Run 1, the metal 1 layer:
(8 px per um) Supply wires on this layer in gray.
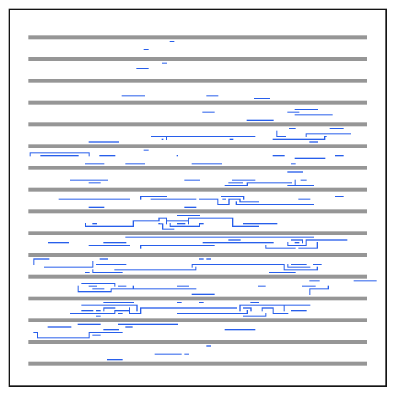
Run 1, signal wires on met2:
(6 px per um)
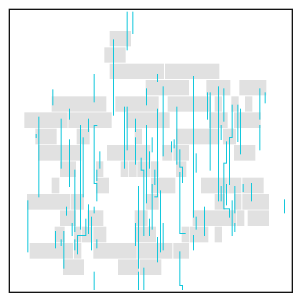
Run 1, signal wires on met3:
(8 px per um)
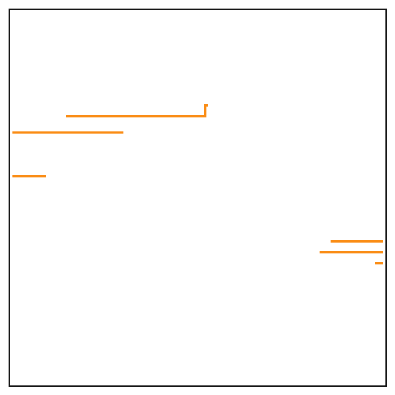
Design hpdmc_dqsched, sky130hd; sources not shown.
==> Changelog: implementation, run 1 <==
## Flow update

* Status: completed
* Register Area at 260 um^2
* Pin count of the biggest net entering global routing at 14
* Most used logic cell in the final layout: dfxtp_1
* Tool warnings at 27
* Most numerous logic cells after layout: dfxtp_1, nor2_1, clkdlybuf4s50_1
* Reg2reg path depth at 5
* Maximum vdd ir drop at about 0.00059 V
* Yosys cell types at 25
* Post-route ant nets at 0
* Relative slew slack at 0.664
* Mean post-synth cell area at between 9 and 10 um^2
* Setup bufs post-CTS at 0
* Final hold slack at about 0.34 ns
* Clock group at 0.000295 W
* Reg power frac at 0.274
* Hold Path Class: reg -> reg
* CTS tree: yes
* Max reg flops at 5
* Fin crit share at 0.923
* Metal1 wirelength at 472 um
* P_seq at 0.000310 W
* RePlAce Congestion at 0.780
* Tmin final at 2.24 ns
* P_int at 0.000694 W
* Initial DRT Pass Iterations at 3
* Top power group: combinational cells
* Placed instance count at 90
* # hold bufs at CTS at 0
* Met3 wire length at 50 um
* Residual DRC at 0
* Htree depth at 1
* Synth flops at 13
* Max_cap viols at 0
* Post-CTS sizing at 0
* PwrDens at 1510 mW/mm^2
* Critical path endpoint category: primary output
* Non-Filler Instances at 94
* Crit Path Category: reg -> out
* Die H at 46.9 um
* DR top layer: met3
* Fin. max-slew vios at 0
* Setup_tns at 0 ns
* Combinational share of power at 0.465
* Area leader share at 0.471
* Setup-failing EPs final at 0
* First-pass GRT wire length at 1680 um
* Wire per inst at 10.9 um
* Combinational power at 0.000526 W
* CP Max Fanout at 8
* Clk sinks at 13
* Fill count at ~190
* Chip area in the Yosys report at 553 um^2
* Row cnt at 15
* Post-synth net total at 64
* DPL Wire Length at 786 um
* Worst Tran Pin Value at 0.503 ns
* Mapped Cells at 58
* Reg clk slew, reported paths at ~0.04 ns
* Port Buffers at 10
* Die W at ~47 um
* Met2 wire length at 497 um
* Sw Ratio at 0.387
* Fmax at 446 MHz
* Most Crowded Layer GR: met2
* Worst reg-to-reg setup slack at 0.64 ns
* Post-synthesis sequential area ratio at 0.471
* I/O Pins at 11
* Area leader, netlist: dfxtp_1
* Fin. Hold Viols at 0
* Late-Pin Clk Latency at 0.23 ns
* Core area at ~0.0017 mm^2
* Lkg Pwr at approximately 0.31 nW
* Root buf cell: clkbuf_16
* Layout cell share with drive strength beyond 1 at 0.116
* RSZ-0062 raised after global routing: false
* NetSw at 0.000437 W
* Largest cells by area after synthesis: dfxtp_1, nor2_1, ha_1, or3_1, a21oi_1
* Die area at 0.00220 mm^2
* Vias in the first global route at 397
* CTS buffer count at 3
* Multi-input gate area at between 200 and 300 um^2
* Via density at 4.46
* Initial antenna violation count at 0
* Hold depth at 1
* Synth Warn # at 0
* Syn-to-layout area delta at 35.3%
Back to the opening pictures, 'the metal 1 layer':
The wires run mostly horizontal. The longest straight run is 23.5 um. The layer holds 46% of the routed length. 68 nets have wire on it.
WL final: 1020 um
via count: 419

Back to the opening pictures, 'signal wires on met2':
The layer holds 49% of the routed length. The longest straight run is 23.5 um. The layer carries 497 um of wire. The wires run mostly vertical. 64 nets have wire on it.
M2 GR Usage: 0.186

Back to the opening pictures, 'signal wires on met3':
6 nets have wire on it. The layer carries 50.8 um of wire. The wires run mostly horizontal. The longest straight run is 17.2 um.
global routing usage on met3: 0.0462

[run 1: cell usage after synthesis, drive strengths merged]
| master | instances |
|---|---|
| ha | 2 |
| a221oi | 1 |
| nor4 | 2 |
| or4 | 1 |
| nand2 | 1 |
| a211oi | 1 |
| mux2 | 1 |
| nor2b | 2 |
| buf | 3 |
| mux2i | 1 |
| or3 | 3 |
| and4bb | 1 |
| or4b | 1 |
| nor2 | 10 |
| o21ai | 2 |
| nand2b | 1 |
| a21oi | 3 |
| nor3b | 2 |
| nor3 | 1 |
| a31oi | 1 |
| inv | 3 |
| dfxtp | 13 |
| o21bai | 1 |
| xnor2 | 1 |
[run 1: cells by family after synthesis]
kind of cell               Yosys count  synth area share
AOI/OAI and AO/OA                    9            0.0996
xor gates and xnor gates             1            0.0158
adders and majority gates            2            0.0452
buffers and inverters                6            0.0679
DFF                                 13             0.471
muxes                                2            0.0385
and+or+nand+nor                     25             0.262
[run 1: critical path, cell delays in order, from the launching register on]
cell	delay, ns
dfxtp_1	0.37
or3_1	0.45
clkdlybuf4s50_1	0.73
[run 1: final cells by class]
class                   count  share of cell area
clock buffers               3               0.100
clock inverters             1             0.00502
inverters                   3              0.0151
multi-input cells          39               0.356
flip-flops and latches     13               0.348
well taps                  25              0.0418
repair buffers             10               0.134
[run 1: per-stage QoR]
| step | utilization | power (W) | area, um^2 | setup slack, ns |
|---|---|---|---|---|
| finish | 0.433 | 0.00113 | 748 | 0.187 |
| global route | 0.433 | 0.00121 | 748 | 0.127 |
| CTS | 0.432 | 0.00115 | 746 | 0.0564 |
| detailed placement | 0.386 | 0.000854 | 667 | 0.316 |
| global placement | 0.386 | 0.000840 | 667 | 0.347 |
| floorplan | - | 0.000716 | 564 | 0.192 |
--- run 2 (diff from run 1) ---
ABC_AREA = 1   (was default)
CORE_AREA = 2 2 39 41   (was default)
CORE_MARGIN = default   (was 2)
CORE_UTILIZATION = default   (was 30)
DIE_AREA = 0 0 41 43   (was default)
PLACE_DENSITY = 0.67   (was default)
Run 2, metal layers overlaid:
(6 px per um) Two of the layers only.
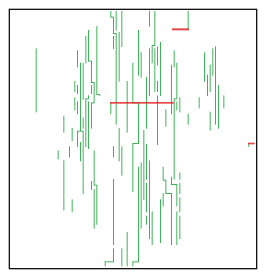
Key: red = metal 3 [wire length 13.7 um]; green = metal 2 [wire length 524 um]
Total GRT Usage: 0.143
wire per inst: 9.73 um
WL final: 944 um

==> run 2 against run 1 <==
Sequential cell count unchanged. First-iteration DRC count is the same. Routed wire length shrank 7.5%. Critical path depth is 4 higher. Sequential power is 3% lower. Die area shrank 20%. Hold slack gained 0.011 ns. Register-to-register slack gained 0.39 ns. Critical endpoint is now o_read_safe.
==> Changelog: implementation, run 2 <==
## Flow update

* Fmax at 438 MHz
* CTS buffer count at 3
* First-pass GRT wire length at ~1600 um
* Hold Path Class: reg -> reg
* Layout cell share with drive strength beyond 1 at 0.185
* Syn-to-layout area delta at 31.6%
* Most numerous logic cells after layout: inv_1, dfxtp_1, clkdlybuf4s50_1
* Die area at approximately 0.0018 mm^2
* Reg2reg path depth at 9
* Worst Tran Pin Value at 0.510 ns
* Setup_tns at 0 ns
* Most used logic cell in the final layout: inv_1
* Pwr Total at approximately 0.0012 W
* Setup-failing EPs final at 0
* Commonest flop: dfxtp_1
* Max reg flops at 5
* Chip area in the Yosys report at 563 um^2
* Lkg Pwr at 0.342 nW
* Port Buffers at 10
* Fin. Hold Viols at 0
* CP Depth at 6
* Die H at 43 um
* Sw Ratio at 0.423
* Synth cell count leaders: dfxtp_1, inv_1, nand2_1
* Synth flops at 13
* Post-synthesis sequential area ratio at 0.462
* Fin crit share at 0.939
* P_int at 0.000678 W
* Reg power frac at 0.258
* Die W at 41 um
* Post-synth net total at 76
* Yosys cell types at 20
* DPL Wire Length at approximately 700 um
* Row cnt at 14
* Vias in the first global route at between 400 and 500
* Pin count of the biggest net entering global routing at 12
* Post-route ant nets at 0
* Combinational share of power at 0.489
* Via density at between 4 and 5
* Initial DRT Pass Iterations at 3
* Synth Warn # at 0
* Late-Pin Clk Latency at 0.24 ns
* Mean post-synth cell area at 8.04 um^2
* CTS tree: yes
* Area leader, netlist: dfxtp_1
* Worst reg-to-reg setup slack at 1.03 ns
* Max_cap viols at 0
* CP max-delay cell: clkdlybuf4s50_1
* NetSw at 0.000496 W
* Hold depth at 2
* Post-CTS sizing at 0
* CP Max Fanout at 5
* I/O Pins at 11
* Status: completed
* Relative slew slack at 0.659
* Reg clk slew, reported paths at around 0.04 ns
* Clk sinks at 13
* # hold bufs at CTS at 0
* Core area at 0.00138 mm^2
* Count of library flops with an enable pin at 0
* CP max stage delay at about 0.8 ns
* PwrDens at 1580 mW/mm^2
* Maximum vdd ir drop at 0.000625 V
* CP delay by family, top: buffers and inverters
* Residual DRC at 0
* Crit Path Category: reg -> out
* Fin. max-slew vios at 0
* Critical path endpoint category: primary output
* Tool warnings at 27
* Area leader share at 0.462
* Largest cells by area after synthesis: dfxtp_1, inv_1, a21oi_1, nand2_1, ha_1
* Htree depth at 1
Run 2, the metal 1 layer:
(8 px per um) Supply wires on this layer in gray.
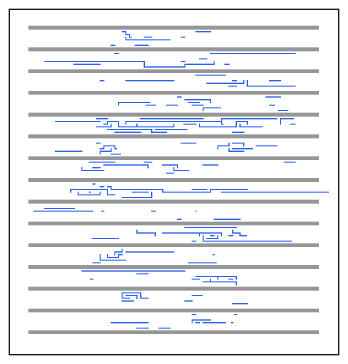
The layer carries 395 um of wire. The layer holds 42% of the routed length. The longest straight run is 13.3 um. The wires run mostly horizontal.
grt met1 use: 0.152
via count: 430

[run 2: layout make-up]
type	instances	area (um^2)
tap	16	20.0
clock buffer	3	75.1
timing repair buffer	10	97.6
sequential	13	260
inverter	15	57.6
fill	142	643
clock inverter	1	3.75
multi-input combinational	39	226
[run 2: per-layer routing]
metal  share of wire  vias up  global-route usage
met5               0        -                   0
met4           0.013        0               0.100
met1            0.42      191               0.152
li1                -      234                   -
met3           0.014        2              0.0471
met2            0.55        3               0.222
[run 2: power groups by stage]
stage                     Sequential, W  Clock [W]  Combinational [W]
after floorplan                0.000330          0           0.000416
after global placement         0.000304          0           0.000568
after detailed placement       0.000306          0           0.000574
after CTS                      0.000303   0.000305           0.000580
after global routing           0.000308   0.000314           0.000631
final                          0.000302   0.000298           0.000574
[run 2: tightest hold or removal path: stages (launching register included)]
cell and delay [ns]:
dfxtp_1 0.29, inv_1 0.06, a21oi_1 0.06
[run 2: kinds of logic (layout without fill, tap and decap cells)]
kind of cell,Yosys count,after routing,synth area share
AND/OR/NAND/NOR,25,25,0.229
buffers and inverters,18,29,0.136
flip-flops,13,13,0.462
AND-OR/OR-AND,10,10,0.0978
adder cells (fa/ha/maj),2,2,0.0444
XOR/XNOR,2,2,0.0311
[run 2: through the flow]
step	util	instances	hold WS (ns)	setup WS (ns)	area, um^2
6_report	0.535	97	0.354	0.149	741
3_3_place_gp	0.478	93	0.346	0.403	662
5_1_grt	0.535	97	0.377	0.0410	741
2_1_floorplan	-	70	0.336	0.600	563
4_1_cts	0.535	97	0.357	0.129	741
3_5_place_dp	0.478	93	0.352	0.385	662
No activity file was given, so power comes from the tool's default toggle rates.
